--- src/rtl/pi_loop_sequencer_if.sv ---
// Bus bundle between the PI loop sequencer and its neighbours.
//   ADC side : adc_start (seq->adc), adc_data/adc_valid (adc->seq)
//   Pipeline : pipe_kp/ki/setpoint/actual/integral_input (seq->pipe),
//              pipe_integral_result/pipe_pi_result (pipe->seq)
//   DAC side : dac_data/dac_valid (seq->dac), dac_ready (dac->seq)
// master = sequencer view, slave = environment view.
interface pi_loop_sequencer_if #(
  parameter int unsigned INPUT_WIDTH  = 18,
  parameter int unsigned OUTPUT_WIDTH = 32
);
  logic                    adc_start;
  logic [INPUT_WIDTH-1:0]  adc_data;
  logic                    adc_valid;
  logic [OUTPUT_WIDTH-1:0] pipe_kp;
  logic [OUTPUT_WIDTH-1:0] pipe_ki;
  logic [INPUT_WIDTH-1:0]  pipe_setpoint;
  logic [INPUT_WIDTH-1:0]  pipe_actual;
  logic [OUTPUT_WIDTH-1:0] pipe_integral_input;
  logic [OUTPUT_WIDTH-1:0] pipe_integral_result;
  logic [OUTPUT_WIDTH-1:0] pipe_pi_result;
  logic [OUTPUT_WIDTH-1:0] dac_data;
  logic                    dac_valid;
  logic                    dac_ready;

  modport master (
    output adc_start, pipe_kp, pipe_ki, pipe_setpoint, pipe_actual, pipe_integral_input,
           dac_data, dac_valid,
    input  adc_data, adc_valid, pipe_integral_result, pipe_pi_result, dac_ready
  );

  modport slave (
    input  adc_start, pipe_kp, pipe_ki, pipe_setpoint, pipe_actual, pipe_integral_input,
           dac_data, dac_valid,
    output adc_data, adc_valid, pipe_integral_result, pipe_pi_result, dac_ready
  );
endinterface

--- src/rtl/pi_loop_sequencer.sv ---
// Sequences one PI control iteration per loop-period tick: ADC request, pipeline
// load, latency wait, integral commit and DAC hand-off.
// Ports:
//   clk, rst          clock, synchronous active-high reset
//   enable            run the loop while high
//   cfg_kp/ki         gains (signed), cfg_setpoint (signed), cfg_period (0 = free-run)
//   clear_integral    pulse: zero integral state, clear sticky flags
//   bus               ADC / pipeline / DAC bundle (master view)
//   busy              state != idle
//   overrun           sticky: period tick arrived while busy
//   adc_timeout       sticky: ADC did not answer in time
//   iter_count        completed iterations (wraps)
module pi_loop_sequencer #(
  parameter int unsigned INPUT_WIDTH  = 18,
  parameter int unsigned OUTPUT_WIDTH = 32,
  parameter int unsigned PIPE_LATENCY = 6,
  parameter int unsigned PERIOD_WIDTH = 16,
  parameter int unsigned ADC_TIMEOUT  = 1023
) (
  input  logic                    clk,
  input  logic                    rst,
  input  logic                    enable,
  input  logic [OUTPUT_WIDTH-1:0] cfg_kp,
  input  logic [OUTPUT_WIDTH-1:0] cfg_ki,
  input  logic [INPUT_WIDTH-1:0]  cfg_setpoint,
  input  logic [PERIOD_WIDTH-1:0] cfg_period,
  input  logic                    clear_integral,
  pi_loop_sequencer_if.master     bus,
  output logic                    busy,
  output logic                    overrun,
  output logic                    adc_timeout,
  output logic [31:0]             iter_count
);

  localparam int unsigned LatW = $clog2(PIPE_LATENCY + 1);
  localparam int unsigned TmoW = $clog2(ADC_TIMEOUT + 1);

  typedef enum logic [2:0] {StIdle, StAdcReq, StAdcWait, StPipeWait, StDacWrite} state_e;

  state_e                  state_q, state_d;
  logic [PERIOD_WIDTH-1:0] period_cnt_q, period_cnt_d;
  logic                    enable_q, enable_d;
  logic [TmoW-1:0]         tmo_q, tmo_d;
  logic [LatW-1:0]         lat_q, lat_d;
  logic [OUTPUT_WIDTH-1:0] pipe_kp_q, pipe_kp_d, pipe_ki_q, pipe_ki_d;
  logic [INPUT_WIDTH-1:0]  pipe_sp_q, pipe_sp_d, pipe_actual_q, pipe_actual_d;
  logic [OUTPUT_WIDTH-1:0] integral_q, integral_d, dac_data_q, dac_data_d;
  logic                    pending_clear_q, pending_clear_d;
  logic                    dac_valid_q, dac_valid_d, adc_start_q, adc_start_d;
  logic                    overrun_q, overrun_d, adc_timeout_q, adc_timeout_d;
  logic [31:0]             iter_q, iter_d;

  logic free_run, tick, busy_w;

  assign free_run = (cfg_period == '0);
  // Enable rising counts as a tick, so the first iteration starts immediately.
  assign tick     = enable & (free_run | ~enable_q | (period_cnt_q == '0));
  assign busy_w   = (state_q != StIdle);

  always_comb begin
    state_d         = state_q;
    period_cnt_d    = period_cnt_q;
    enable_d        = enable;
    tmo_d           = tmo_q;
    lat_d           = lat_q;
    pipe_kp_d       = pipe_kp_q;
    pipe_ki_d       = pipe_ki_q;
    pipe_sp_d       = pipe_sp_q;
    pipe_actual_d   = pipe_actual_q;
    integral_d      = integral_q;
    dac_data_d      = dac_data_q;
    pending_clear_d = pending_clear_q;
    dac_valid_d     = dac_valid_q;
    adc_start_d     = 1'b0;
    overrun_d       = overrun_q;
    adc_timeout_d   = adc_timeout_q;
    iter_d          = iter_q;

    if (enable) begin
      if (tick) begin
        period_cnt_d = free_run ? '0 : cfg_period - PERIOD_WIDTH'(1);
      end else if (period_cnt_q != '0) begin
        period_cnt_d = period_cnt_q - PERIOD_WIDTH'(1);
      end
    end

    // Clear first so a coincident new event stays visible.
    if (clear_integral) begin
      overrun_d     = 1'b0;
      adc_timeout_d = 1'b0;
    end
    // In free-run every cycle ticks; only idle ticks matter there.
    if (tick && busy_w && !free_run) overrun_d = 1'b1;
    if (clear_integral && busy_w) pending_clear_d = 1'b1;

    unique case (state_q)
      StIdle: begin
        // A clear left pending by an aborted iteration is applied here.
        if (clear_integral || pending_clear_q) begin
          integral_d      = '0;
          pending_clear_d = 1'b0;
        end
        if (tick) begin
          pipe_kp_d   = cfg_kp;
          pipe_ki_d   = cfg_ki;
          pipe_sp_d   = cfg_setpoint;
          adc_start_d = 1'b1;
          state_d     = StAdcReq;
        end
      end
      StAdcReq: begin
        tmo_d   = '0;
        state_d = StAdcWait;
      end
      StAdcWait: begin
        if (bus.adc_valid) begin
          pipe_actual_d = bus.adc_data;
          lat_d         = '0;
          state_d       = StPipeWait;
        end else if (tmo_q == TmoW'(ADC_TIMEOUT - 1)) begin
          adc_timeout_d = 1'b1;
          state_d       = StIdle;
        end else begin
          tmo_d = tmo_q + TmoW'(1);
        end
      end
      StPipeWait: begin
        // lat_q == PIPE_LATENCY marks edge E0 + PIPE_LATENCY + 1.
        if (lat_q == LatW'(PIPE_LATENCY)) begin
          dac_data_d      = bus.pipe_pi_result;
          integral_d      = (clear_integral || pending_clear_q) ? '0 : bus.pipe_integral_result;
          pending_clear_d = 1'b0;
          dac_valid_d     = 1'b1;
          state_d         = StDacWrite;
        end else begin
          lat_d = lat_q + LatW'(1);
        end
      end
      StDacWrite: begin
        if (bus.dac_ready) begin
          dac_valid_d = 1'b0;
          iter_d      = iter_q + 32'd1;
          state_d     = StIdle;
        end
      end
      default: state_d = StIdle;
    endcase
  end

  always_ff @(posedge clk) begin
    if (rst) begin
      state_q         <= StIdle;
      period_cnt_q    <= '0;
      enable_q        <= 1'b0;
      tmo_q           <= '0;
      lat_q           <= '0;
      pipe_kp_q       <= '0;
      pipe_ki_q       <= '0;
      pipe_sp_q       <= '0;
      pipe_actual_q   <= '0;
      integral_q      <= '0;
      dac_data_q      <= '0;
      pending_clear_q <= 1'b0;
      dac_valid_q     <= 1'b0;
      adc_start_q     <= 1'b0;
      overrun_q       <= 1'b0;
      adc_timeout_q   <= 1'b0;
      iter_q          <= '0;
    end else begin
      state_q         <= state_d;
      period_cnt_q    <= period_cnt_d;
      enable_q        <= enable_d;
      tmo_q           <= tmo_d;
      lat_q           <= lat_d;
      pipe_kp_q       <= pipe_kp_d;
      pipe_ki_q       <= pipe_ki_d;
      pipe_sp_q       <= pipe_sp_d;
      pipe_actual_q   <= pipe_actual_d;
      integral_q      <= integral_d;
      dac_data_q      <= dac_data_d;
      pending_clear_q <= pending_clear_d;
      dac_valid_q     <= dac_valid_d;
      adc_start_q     <= adc_start_d;
      overrun_q       <= overrun_d;
      adc_timeout_q   <= adc_timeout_d;
      iter_q          <= iter_d;
    end
  end

  assign bus.adc_start           = adc_start_q;
  assign bus.pipe_kp             = pipe_kp_q;
  assign bus.pipe_ki             = pipe_ki_q;
  assign bus.pipe_setpoint       = pipe_sp_q;
  assign bus.pipe_actual         = pipe_actual_q;
  assign bus.pipe_integral_input = integral_q;
  assign bus.dac_data            = dac_data_q;
  assign bus.dac_valid           = dac_valid_q;
  assign busy                    = busy_w;
  assign overrun                 = overrun_q;
  assign adc_timeout             = adc_timeout_q;
  assign iter_count              = iter_q;

endmodule

--- src/flat_wrapper.sv ---
// flat-port wrapper written by rule: the top's interface ports become plain ports
module pi_loop_sequencer_flat 
#(
  parameter int unsigned INPUT_WIDTH  = 18,
  parameter int unsigned OUTPUT_WIDTH = 32,
  parameter int unsigned PIPE_LATENCY = 6,
  parameter int unsigned PERIOD_WIDTH = 16,
  parameter int unsigned ADC_TIMEOUT  = 1023
)
  (clk, rst, enable, cfg_kp, cfg_ki, cfg_setpoint, cfg_period, clear_integral, busy, overrun, adc_timeout, iter_count, bus_adc_start, bus_pipe_kp, bus_pipe_ki, bus_pipe_setpoint, bus_pipe_actual, bus_pipe_integral_input, bus_dac_data, bus_dac_valid, bus_adc_data, bus_adc_valid, bus_pipe_integral_result, bus_pipe_pi_result, bus_dac_ready);
  pi_loop_sequencer_if #(.INPUT_WIDTH(INPUT_WIDTH), .OUTPUT_WIDTH(OUTPUT_WIDTH)) bus_i ();
  input  logic clk;
  input  logic rst;
  input  logic enable;
  input  logic [OUTPUT_WIDTH-1:0] cfg_kp;
  input  logic [OUTPUT_WIDTH-1:0] cfg_ki;
  input  logic [INPUT_WIDTH-1:0] cfg_setpoint;
  input  logic [PERIOD_WIDTH-1:0] cfg_period;
  input  logic clear_integral;
  output logic busy;
  output logic overrun;
  output logic adc_timeout;
  output logic [31:0] iter_count;
  output wire logic [$bits(bus_i.adc_start)-1:0] bus_adc_start;
  output wire logic [$bits(bus_i.pipe_kp)-1:0] bus_pipe_kp;
  output wire logic [$bits(bus_i.pipe_ki)-1:0] bus_pipe_ki;
  output wire logic [$bits(bus_i.pipe_setpoint)-1:0] bus_pipe_setpoint;
  output wire logic [$bits(bus_i.pipe_actual)-1:0] bus_pipe_actual;
  output wire logic [$bits(bus_i.pipe_integral_input)-1:0] bus_pipe_integral_input;
  output wire logic [$bits(bus_i.dac_data)-1:0] bus_dac_data;
  output wire logic [$bits(bus_i.dac_valid)-1:0] bus_dac_valid;
  input wire logic [$bits(bus_i.adc_data)-1:0] bus_adc_data;
  input wire logic [$bits(bus_i.adc_valid)-1:0] bus_adc_valid;
  input wire logic [$bits(bus_i.pipe_integral_result)-1:0] bus_pipe_integral_result;
  input wire logic [$bits(bus_i.pipe_pi_result)-1:0] bus_pipe_pi_result;
  input wire logic [$bits(bus_i.dac_ready)-1:0] bus_dac_ready;
  assign bus_adc_start = bus_i.adc_start;
  assign bus_pipe_kp = bus_i.pipe_kp;
  assign bus_pipe_ki = bus_i.pipe_ki;
  assign bus_pipe_setpoint = bus_i.pipe_setpoint;
  assign bus_pipe_actual = bus_i.pipe_actual;
  assign bus_pipe_integral_input = bus_i.pipe_integral_input;
  assign bus_dac_data = bus_i.dac_data;
  assign bus_dac_valid = bus_i.dac_valid;
  assign bus_i.adc_data = bus_adc_data;
  assign bus_i.adc_valid = bus_adc_valid;
  assign bus_i.pipe_integral_result = bus_pipe_integral_result;
  assign bus_i.pipe_pi_result = bus_pipe_pi_result;
  assign bus_i.dac_ready = bus_dac_ready;
  pi_loop_sequencer #(.INPUT_WIDTH(INPUT_WIDTH), .OUTPUT_WIDTH(OUTPUT_WIDTH), .PIPE_LATENCY(PIPE_LATENCY), .PERIOD_WIDTH(PERIOD_WIDTH), .ADC_TIMEOUT(ADC_TIMEOUT)) u_core (.clk(clk), .rst(rst), .enable(enable), .cfg_kp(cfg_kp), .cfg_ki(cfg_ki), .cfg_setpoint(cfg_setpoint), .cfg_period(cfg_period), .clear_integral(clear_integral), .bus(bus_i), .busy(busy), .overrun(overrun), .adc_timeout(adc_timeout), .iter_count(iter_count));
endmodule
--- config.mk ---
export PLATFORM = sky130hd
export DESIGN_NAME = pi_loop_sequencer_flat
export DESIGN_NICKNAME = d
export VERILOG_FILES = /design/src/rtl/pi_loop_sequencer_if.sv /design/src/rtl/pi_loop_sequencer.sv /design/src/flat_wrapper.sv
export SDC_FILE = /design/constraint.sdc
export NUM_CORES = 1
export LEC_CHECK = 0
export ABC_AREA = 1
export CAP_MARGIN = 20
export CORE_UTILIZATION = 45
export CTS_CLUSTER_DIAMETER = 120
export DETAILED_ROUTE_END_ITERATION = 8
export GPL_TIMING_DRIVEN = 0
export PLACE_DENSITY = 0.79
export SYNTH_ARGS = -nofsm -noshare
export SYNTH_HDL_FRONTEND = slang
export SYNTH_SLANG_ARGS = --single-unit
--- constraint.sdc ---
create_clock -name clk -period 2.3 [get_ports clk]
set_input_delay 0.23 -clock clk [delete_from_list [all_inputs] [get_ports clk]]
set_output_delay 0.23 -clock clk [all_outputs]
set_load 0.02 [all_outputs]
==> run_1/sizing.png <==
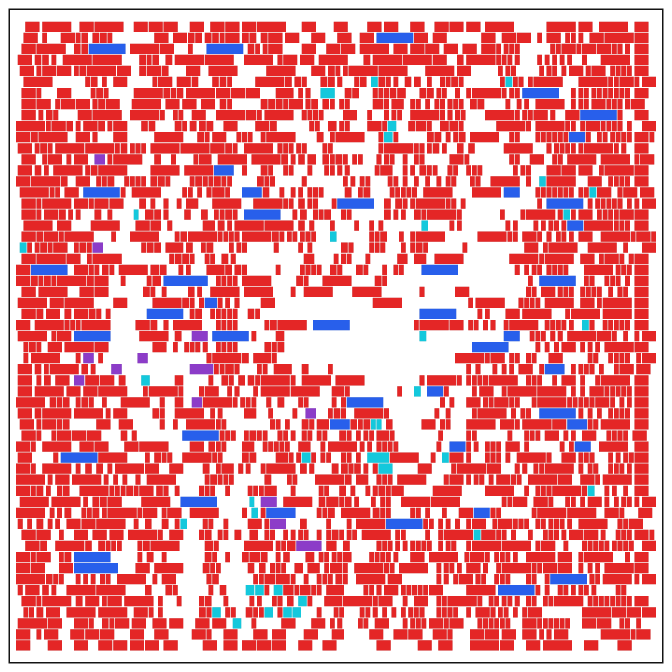
x1 and smaller: drawn in red, cells 2148, share 96%. x2: drawn in cyan, cells 36, share 1.6%. x3 and x4: drawn in purple, cells 13, share 0.58%. x6 and larger: drawn in blue, cells 44, share 2.0%.

==> run_1/class_map.png <==
The bar under the picture is 50 µm long.
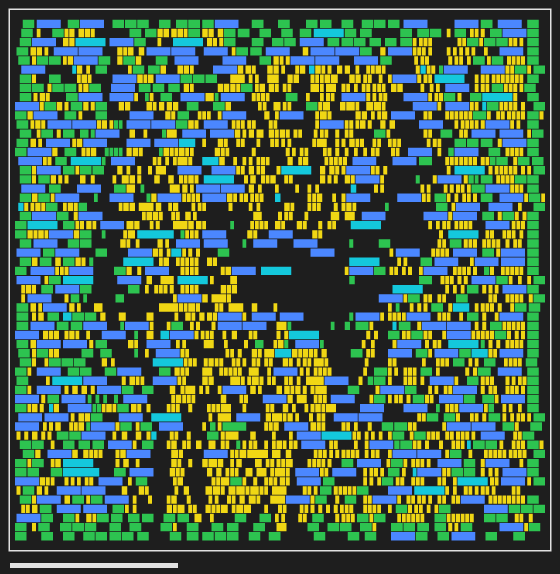
remaining logic cells: drawn in yellow, cells 1504. clock drivers and dummy loads: drawn in cyan, cells 49. remaining buffers and delay cells: drawn in green, cells 454. registers: drawn in blue, cells 234.
standard cell core area: 24500 µm²
register fraction of the total cell area: 28.4%
number of core rows: 57

==> run summary, run 1 <==
Implementation progress

The run finished with clean final reports. The synthesis report lists the most area-consuming cells as sky130_fd_sc_hd__dfxtp_1 (41%), sky130_fd_sc_hd__nand2_1 (19%), sky130_fd_sc_hd__inv_1 (11%). Per the detail_route log, the uppermost layer with routed signals is met4. The post-cts hold-fix buffer tally stands at 0. Before placement the cells fill 46.2% of the core. The analysis attributes to cell leakage a power of 7.41 nW. Routability-driven placement finished with a final weighted congestion of 0.902. Wire segments on met2 add up to 17.4 mm in the final route. The count of state elements after synthesis stands at 234. On the reported timing paths, the clock transition at the registers reads 0.06 ns. The plain and repair buffers instantiated in the layout total 454. The synthesized netlist handed to floorplanning was reported with a cell count of 1804. Yosys mapped a number of flops with a built-in enable equal to 0. The final timing report lists a hold violation count of 0. STA lists the endpoint of the worst register-to-register path as u_core.bus.pipe_ki[11]. The die boundary width stands at 161 µm. Entering global routing, the biggest net connects 14 pins. The clock passes through at most 3 buffers.

Per the final report, max-transition violations number 0. Setup repair after global routing left no endpoint under its margin. In the hold report, the worst path ends at u_core.bus.pipe_integral_input[28].

For this run, the script counts the antenna cells in the layout as 3. Looking at the clock tree report, the root buffer type is sky130_fd_sc_hd__clkbuf_16. For reference, the mux area share after synthesis is 0%. In this run the tool buffered the top-level ports with 385 buffer cells. Sequential cells placed in the final layout were counted as 234. Per the detail_route report, routed wire per instance is 13.8 µm. For reference, simple AND, OR, NAND and NOR cells occupy 34.7% of the area reported after synthesis. The global-route track usage on met2 stands at 49.6%. The proportion of register bits with asynchronous set or reset after synthesis stands at 0%. The share of final layout cell area taken by non-clock buffers stands at 25.6%.

Counting instances, the worst hold path has a depth of 3. Summing all multi-input logic gate instances after layout gives 5040 µm². Global routing consumed, over all layers together, 26.9% of the routing resources.

The post-synthesis adder-cell area fraction stands at 0.885%. The final power report lists total power as 13.1 mW. Routing resource usage on met1 recorded by global route was 30.3%. The tool flagged a number of max-cap violations equal to 0. The fill cell total of the finished layout stands at 2177. The arrival time of data at the worst endpoint is listed as 1.96 ns. The number of different library cells in the post-synthesis netlist stands at 34. The largest clock skew in the final design stands at 0.00860 ns.

The report lists the power per cell area as 796 nW/µm². CTS saw 234 sinks. The number of cell instances after yosys synthesis stands at 1804. The final antenna-violating net count stands at 0. Note that the worst hold path type here is in -> reg. The overall routed net length stands at 35.6 mm. The post-synthesis chip area from yosys stands at 11300 µm².

The routed via count stands at 12100. STA classifies the critical path endpoint as a primary output. The flow reports an fmax of 456 MHz.

The count of warnings emitted by yosys stands at 0. The final timing report counts setup violations totalling 0. Ranking logic cells in the layout by count gives the top entries sky130_fd_sc_hd__nand2_1 (574), sky130_fd_sc_hd__clkdlybuf4s50_1 (385), sky130_fd_sc_hd__inv_1 (332), sky130_fd_sc_hd__nor2_1 (274), sky130_fd_sc_hd__dfxtp_1 (234).

The worst setup path is launched from a flop. The signed area change from the synthesized netlist to the final layout stands at 46.0%. At floorplan, the net count of the design was reported as 1998. The relative slew slack stands at 51.1%.

The detailed-router iteration count before antenna repair stands at 5. The number of warnings reported in the stage logs is 29. Counting cells, the worst reg-to-reg path comes to 14. In the per-layer breakdown of the detailed-route log, met1 shows 14.3 mm. The number of vias per cell after detailed routing stands at 4.71. By area, multi-input combinational cells come first. The summed negative setup slack over all endpoints stands at 0 ns.

The synthesis run identifies the leading combinational cell family as simple AND/OR/NAND/NOR gates. The die is 161 µm tall. The worst register-to-register path begins at u_core.period_cnt_q[0].

After synthesis, the mean cell area works out to 6.27 µm². Per STA, the startpoint of the critical path is u_core.state_q[1]. Per the timing report, the biggest fanout along the worst path comes to 6. The sum of overflow across all layers after global routing stands at 0. The tapcell count stands at 324. The wire length of the first global-routing pass stands at 56.3 mm.

The layout inverter count without the clock tree stands at 338. The footprint of the flip-flops and latches stands at 4680 µm². The final critical path takes up 95.3% of the cycle.
==> run_1/clock_wires.png <==
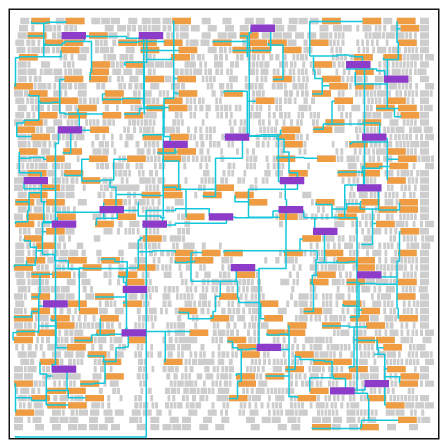
clock-net drivers: drawn in purple, count 27. clock wires: drawn in cyan, length 3160 µm. flip-flops: drawn in orange, count 234.
Position of the flops: widely spread.
clock-net power: 4.27 mW
clock group share of total power: 32.5%

[run 1: cell usage after synthesis (2+ instances only)]
| cell type | n |
|---|---|
| sky130_fd_sc_hd__nand2_1 | 574 |
| sky130_fd_sc_hd__inv_1 | 333 |
| sky130_fd_sc_hd__nor2_1 | 275 |
| sky130_fd_sc_hd__dfxtp_1 | 234 |
| sky130_fd_sc_hd__a21oi_1 | 98 |
| sky130_fd_sc_hd__nand3_1 | 71 |
| sky130_fd_sc_hd__o21ai_0 | 49 |
| sky130_fd_sc_hd__clkbuf_1 | 40 |
| sky130_fd_sc_hd__nor3_1 | 23 |
| sky130_fd_sc_hd__xor2_1 | 15 |
| sky130_fd_sc_hd__nand4_1 | 14 |
| sky130_fd_sc_hd__buf_2 | 10 |
| sky130_fd_sc_hd__nor2_2 | 10 |
| sky130_fd_sc_hd__buf_6 | 8 |
| sky130_fd_sc_hd__ha_1 | 8 |
| sky130_fd_sc_hd__xnor2_1 | 7 |
| sky130_fd_sc_hd__buf_1 | 5 |
| sky130_fd_sc_hd__a21o_1 | 3 |
| sky130_fd_sc_hd__buf_4 | 3 |
| sky130_fd_sc_hd__inv_2 | 3 |
| sky130_fd_sc_hd__nand3b_1 | 3 |
| sky130_fd_sc_hd__o21bai_1 | 3 |
| sky130_fd_sc_hd__clkinv_1 | 2 |
| sky130_fd_sc_hd__nand2_2 | 2 |
| sky130_fd_sc_hd__nor2_4 | 2 |
[run 1: power breakdown]
group | leakage, nW | switching (mW) | internal [mW] | total [mW]
sequential | 1.91 | 0.268 | 4.51 | 4.78
clock | 0.432 | 1.73 | 2.54 | 4.27
combinational | 5.07 | 2.36 | 1.72 | 4.08
total | 7.41 | 4.36 | 8.77 | 13.1
[run 1: registers in the layout, indices dropped and copies added (netlist names)]
signal and cells:
u_core.period_cnt_q 16, u_core.iter_count 32, u_core.bus.pipe_integral_input 32, u_core.bus.dac_data 32, u_core.enable_q 1, u_core.overrun 1, u_core.adc_timeout 1, u_core.bus.pipe_setpoint 18
u_core.bus.dac_valid 1, u_core.pending_clear_q 1, u_core.lat_q 3, u_core.bus.adc_start 1, u_core.bus.pipe_actual 18, u_core.state_q 3, u_core.bus.pipe_kp 32, u_core.tmo_q 10
u_core.bus.pipe_ki 32
[run 1: per-stage QoR]
step | area [µm²] | std cells | util [%] | worst slack, ns
2_1_floorplan | 11300 | 1804 | - | 0.361
3_3_place_gp | 15600 | 2513 | 63.6 | -0.232
3_5_place_dp | 15600 | 2513 | 63.6 | -0.213
4_1_cts | 16500 | 2563 | 67.3 | 0.0353
5_1_grt | 16500 | 2568 | 67.5 | 0.0175
6_report | 16500 | 2568 | 67.5 | 0.109
[run 1: critical path, stage by stage (launching register included)]
cell and delay (ns):
sky130_fd_sc_hd__dfxtp_1 0.40, sky130_fd_sc_hd__inv_1 0.07, sky130_fd_sc_hd__nand2_1 0.26, sky130_fd_sc_hd__clkdlybuf4s50_1 0.70
[run 1: repair_timing]
item	4_1_cts	5_1_grt
setup endpoints to repair	27	122
setup buffers	1	2
endpoints found under the hold margin	0	0
gates resized	0	6
pin swaps	1	2
==> run_1/clock_nets.png <==
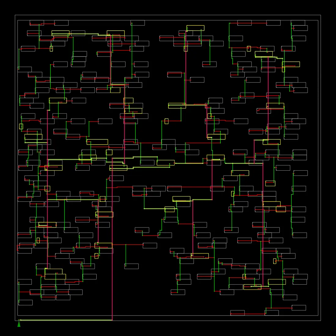

==> run 2: changes to the inputs <==
--- a/config.mk
+++ b/config.mk
@@ -6,7 +6,6 @@
 export NUM_CORES = 1
 export LEC_CHECK = 0
 export ABC_AREA = 1
-export CAP_MARGIN = 20
 export CORE_UTILIZATION = 45
 export CTS_CLUSTER_DIAMETER = 120
 export DETAILED_ROUTE_END_ITERATION = 8
==> constraint.sdc (replaced) <==
create_clock -name clk -period 2.6 [get_ports clk]
set_input_delay 0.26 -clock clk [delete_from_list [all_inputs] [get_ports clk]]
set_output_delay 0.26 -clock clk [all_outputs]
set_load 0.02 [all_outputs]
==> run_2/clock_nets.png <==
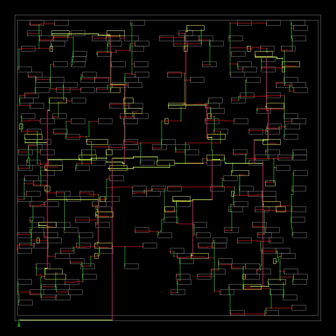
largest clock skew in the final design: 0.00829 ns
count of clock buffers in the final design: 38

==> run summary, run 2 <==
Implementation progress

The delay of the slowest cell on the worst path was 0.32 ns (was 0.70 ns). The clock network fraction of design power is 32.6% (was 32.5%). The total power draw was 11.6 mW (was 13.1 mW). The final worst-path cycle share stands at 89.0%. The proportion of power drawn by combinational gates came to 30.9% (was 31.1%). The average size of a mapped cell was 6.27 µm² (unchanged). The number of cells upsized or downsized after cts was 0 (unchanged). The clock-pin slew on the worst setup and hold paths is 0.06 ns (about the same). Commonest cells post-synth: sky130_fd_sc_hd__nand2_1 (574), sky130_fd_sc_hd__inv_1 (333), sky130_fd_sc_hd__nor2_1 (275), sky130_fd_sc_hd__dfxtp_1 (234), sky130_fd_sc_hd__a21oi_1 (98) (unchanged).

The number of nets produced by synthesis came to 1998 (unchanged). The number of hold-slack violations in the final timing report stands at 0 (unchanged). The area inside the core boundary stands at 24500 µm² (unchanged). The sequential group share of total power stands at 36.5% (was 36.4%). The overall routed net length stands at 35.5 mm (was 35.6 mm). The area share of the leading cell type in the synthesized netlist stands at 41.4% (unchanged).

The routed via count stands at 12000 (was 12100). The post-synthesis chip area from yosys stands at 11300 µm² (unchanged). The count of warnings emitted by yosys stands at 0 (unchanged). The static leakage power is 7.39 nW (was 7.41 nW). The largest area contributor in the synthesized netlist was sky130_fd_sc_hd__dfxtp_1 (unchanged).

The post-cts hold-fix buffer tally is 0 (unchanged). The number of standard-cell rows in the floorplan was 57 (unchanged). Top area cell types: sky130_fd_sc_hd__dfxtp_1 (41%), sky130_fd_sc_hd__nand2_1 (19%), sky130_fd_sc_hd__inv_1 (11%) (unchanged). The switching part of the total power stands at 33.2% (about the same). The worst hold-check path type is in -> reg (unchanged).

The root buffer selected by CTS was sky130_fd_sc_hd__clkbuf_16 (unchanged). The count of state elements after synthesis came to 234 (unchanged). The buffers plus inverters on the worst setup path came to 2 (unchanged).

The wire length on met1 stands at 14.4 mm (was 14.3 mm). The sum of overflow across all layers after global routing stands at 0 (unchanged). The number of different library cells in the post-synthesis netlist stands at 34 (unchanged).

The sort of element at the end of the critical path is a flop (was primary output). The fill cell total of the finished layout stands at 2179 (was 2177). The max-slew violation count stands at 0 (unchanged). The height of the die was 161 µm (unchanged). Unrepaired setup endpoints after global routing: false (unchanged). The total number of H-tree levels stands at 1 (unchanged). The total of buffers placed on input and output ports stands at 385 (unchanged). The data arrival time of the worst path was 2.74 ns (was 1.96 ns). The number of vias per cell after detailed routing was 4.70 (was 4.71). The total power per unit cell area stands at 704 nW/µm² (was 796 nW/µm²). The final antenna-violating net count stands at 0 (unchanged). The initial antenna violation count came to 3 (unchanged). The setup fix buffers added after clock tree synthesis came to 0 (was 1).

The number of buffers on the longest clock path came to 3 (unchanged). The final standard cell utilization of the core was 67.3% (was 67.5%). The wire length of the first global-routing pass came to 56.3 mm (about the same). The critical-path maximum fanout stands at 10 (was 6). By instance count, the cell type seen most on the critical path is sky130_fd_sc_hd__nand2_1. The most instantiated library cell after synthesis is sky130_fd_sc_hd__nand2_1 (unchanged). The footprint of the flip-flops and latches came to 4680 µm² (unchanged). The clock tree from TritonCTS is done (unchanged). The cell count after synthesis is 1804 (unchanged).

The final RePlAce weighted congestion was 0.902 (unchanged). The starting density of the core stands at 46.2% (unchanged). The relative slew slack is 50.9% (was 51.1%).

The highest routed metal layer is met4 (unchanged). The logic depth of the worst setup path including buffers stands at 12 (was 3). The total routing usage reported by global routing stands at 26.9% (about the same).

The startpoint type of the worst setup path was a flop (unchanged). The cell type group with the largest total delay on the critical path was simple AND/OR/NAND/NOR gates (was buffers and inverters). The OpenROAD warning count is 29 (unchanged). The depth of the worst hold-timing path stands at 3 (unchanged). The maximum number of pins on one net before global-route repair stands at 14 (unchanged). The total area of multi-input combinational cells stands at 5030 µm² (was 5040 µm²).

The number of cell instances on the worst register-to-register path stands at 12 (was 14). The post-placement setup slack stands at 0.0573 ns (was -0.213 ns). The signed area change from the synthesized netlist to the final layout stands at 45.6% (was 46.0%). The proportion of register bits with asynchronous set or reset after synthesis is 0% (unchanged). The die boundary width stands at 161 µm (unchanged). The routed wire length per instance stands at 13.9 µm (was 13.8 µm).

The summed negative setup slack over all endpoints stands at 0 ns (unchanged). The total CTS buffers was 27 (unchanged). The final count of negative-setup-slack endpoints is 0 (unchanged). Status: complete, no violations (unchanged). The slowest cell on the critical path is sky130_fd_sc_hd__dfxtp_1 (was sky130_fd_sc_hd__clkdlybuf4s50_1).

The number of cell instances after yosys synthesis stands at 1804 (unchanged). The met2 wire length came to 17.4 mm (about the same). The count of maximum capacitance violations stands at 0 (unchanged).
==> run_2/sizing.png <==
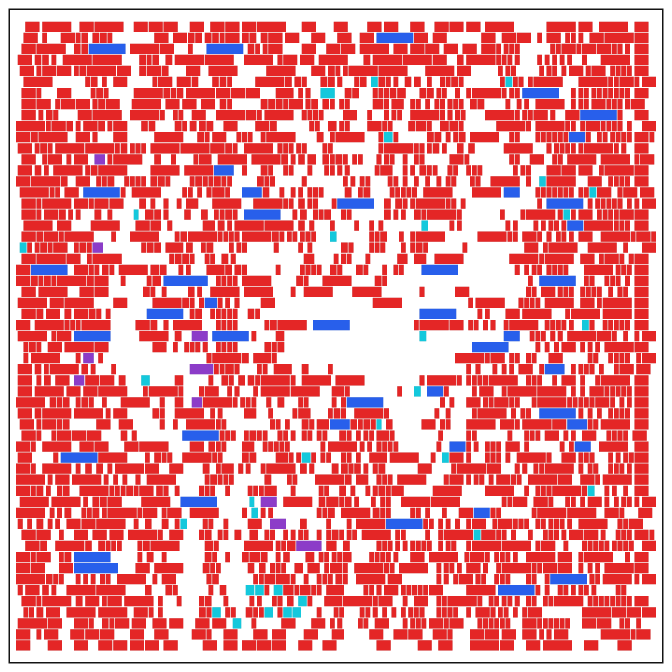
x2: drawn in cyan, cells 32, share 1.4%. x3 and x4: drawn in purple, cells 10, share 0.45%. x6 and larger: drawn in blue, cells 43, share 1.9%. x1 and smaller: drawn in red, cells 2153, share 96%.

==> run 2: cell counts after synthesis <==
Identical to the previous run, type by type.
==> run 2: cell families (layout without fill, tap and decap cells) <==
| family | Yosys count | count (layout) | share of synthesized area [%] |
|---|---|---|---|
| simple gates | 979 | 979 | 34.7 |
| buf+inv | 404 | 838 | 14.2 |
| flops | 234 | 234 | 41.4 |
| fa+ha+maj | 8 | 8 | 0.885 |
| compound gates | 157 | 157 | 7.15 |
| xor+xnor | 22 | 22 | 1.70 |
| other cells | 0 | 3 | 0 |
==> run 2: worst reg2reg max path, stage by stage (launching register included) <==
cell	delay [ns]
sky130_fd_sc_hd__dfxtp_1	0.32
sky130_fd_sc_hd__inv_1	0.11
sky130_fd_sc_hd__ha_1	0.20
sky130_fd_sc_hd__nand3_1	0.17
sky130_fd_sc_hd__nor2_2	0.18
sky130_fd_sc_hd__nand2_1	0.14
sky130_fd_sc_hd__nand3_4	0.17
sky130_fd_sc_hd__nand2_4	0.09
sky130_fd_sc_hd__nor2_4	0.31
sky130_fd_sc_hd__buf_2	0.31
sky130_fd_sc_hd__nand2_1	0.08
sky130_fd_sc_hd__nand2_1	0.07
sky130_fd_sc_hd__nor2_1	0.05
==> run 2: power by group through the flow <==
stage               clock (mW)  sequential [mW]  combinational, mW
floorplan                    0             4.69               1.69
global placement             0             4.28               3.53
detailed placement           0             4.30               3.57
CTS                       3.83             4.23               3.60
global route              4.00             4.28               3.98
finish                    3.78             4.23               3.58
==> run 2: area by class of cell <==
type,count,share of cell area (%)
Clock buffer,38,4.66
Antenna cell,3,0.0456
Timing Repair Buffer,385,23.4
Sequential cell,234,28.5
Multi-Input combinational cell,1166,30.5
Inverter,338,7.71
Tap cell,324,2.46
Clock inverter,11,0.692
Buffer,66,2.01
==> run 2: through the flow <==
step	std cells	hold WS, ns	instance area (µm²)
CTS	2562	0.272	16400
detailed placement	2513	0.448	15600
global route	2565	0.291	16500
finish	2565	0.292	16500
floorplan	1804	0.395	11300
global placement	2513	0.446	15600
==> run 2: path summary, 6_finish.rpt <==
| kind | start | end | slack [ns] |
|---|---|---|---|
| max reg2reg | u_core.period_cnt_q[0] | u_core.bus.pipe_kp[1] | 0.29 |
| min reg2reg | u_core.period_cnt_q[0] | u_core.period_cnt_q[0] | 0.45 |
| min | bus_pipe_integral_result[28] | u_core.bus.pipe_integral_input[28] | 0.29 |
| max | u_core.period_cnt_q[0] | u_core.bus.pipe_kp[1] | 0.29 |
==> run 2: per-layer routing <==
metal | track usage, % | vias to the layer above
li1 | - | 6194
met1 | 30.2 | 5393
met2 | 49.6 | 396
met3 | 6.51 | 66
met4 | 8.23 | 0
met5 | 0 | -
Power and IR drop assume default switching activity.
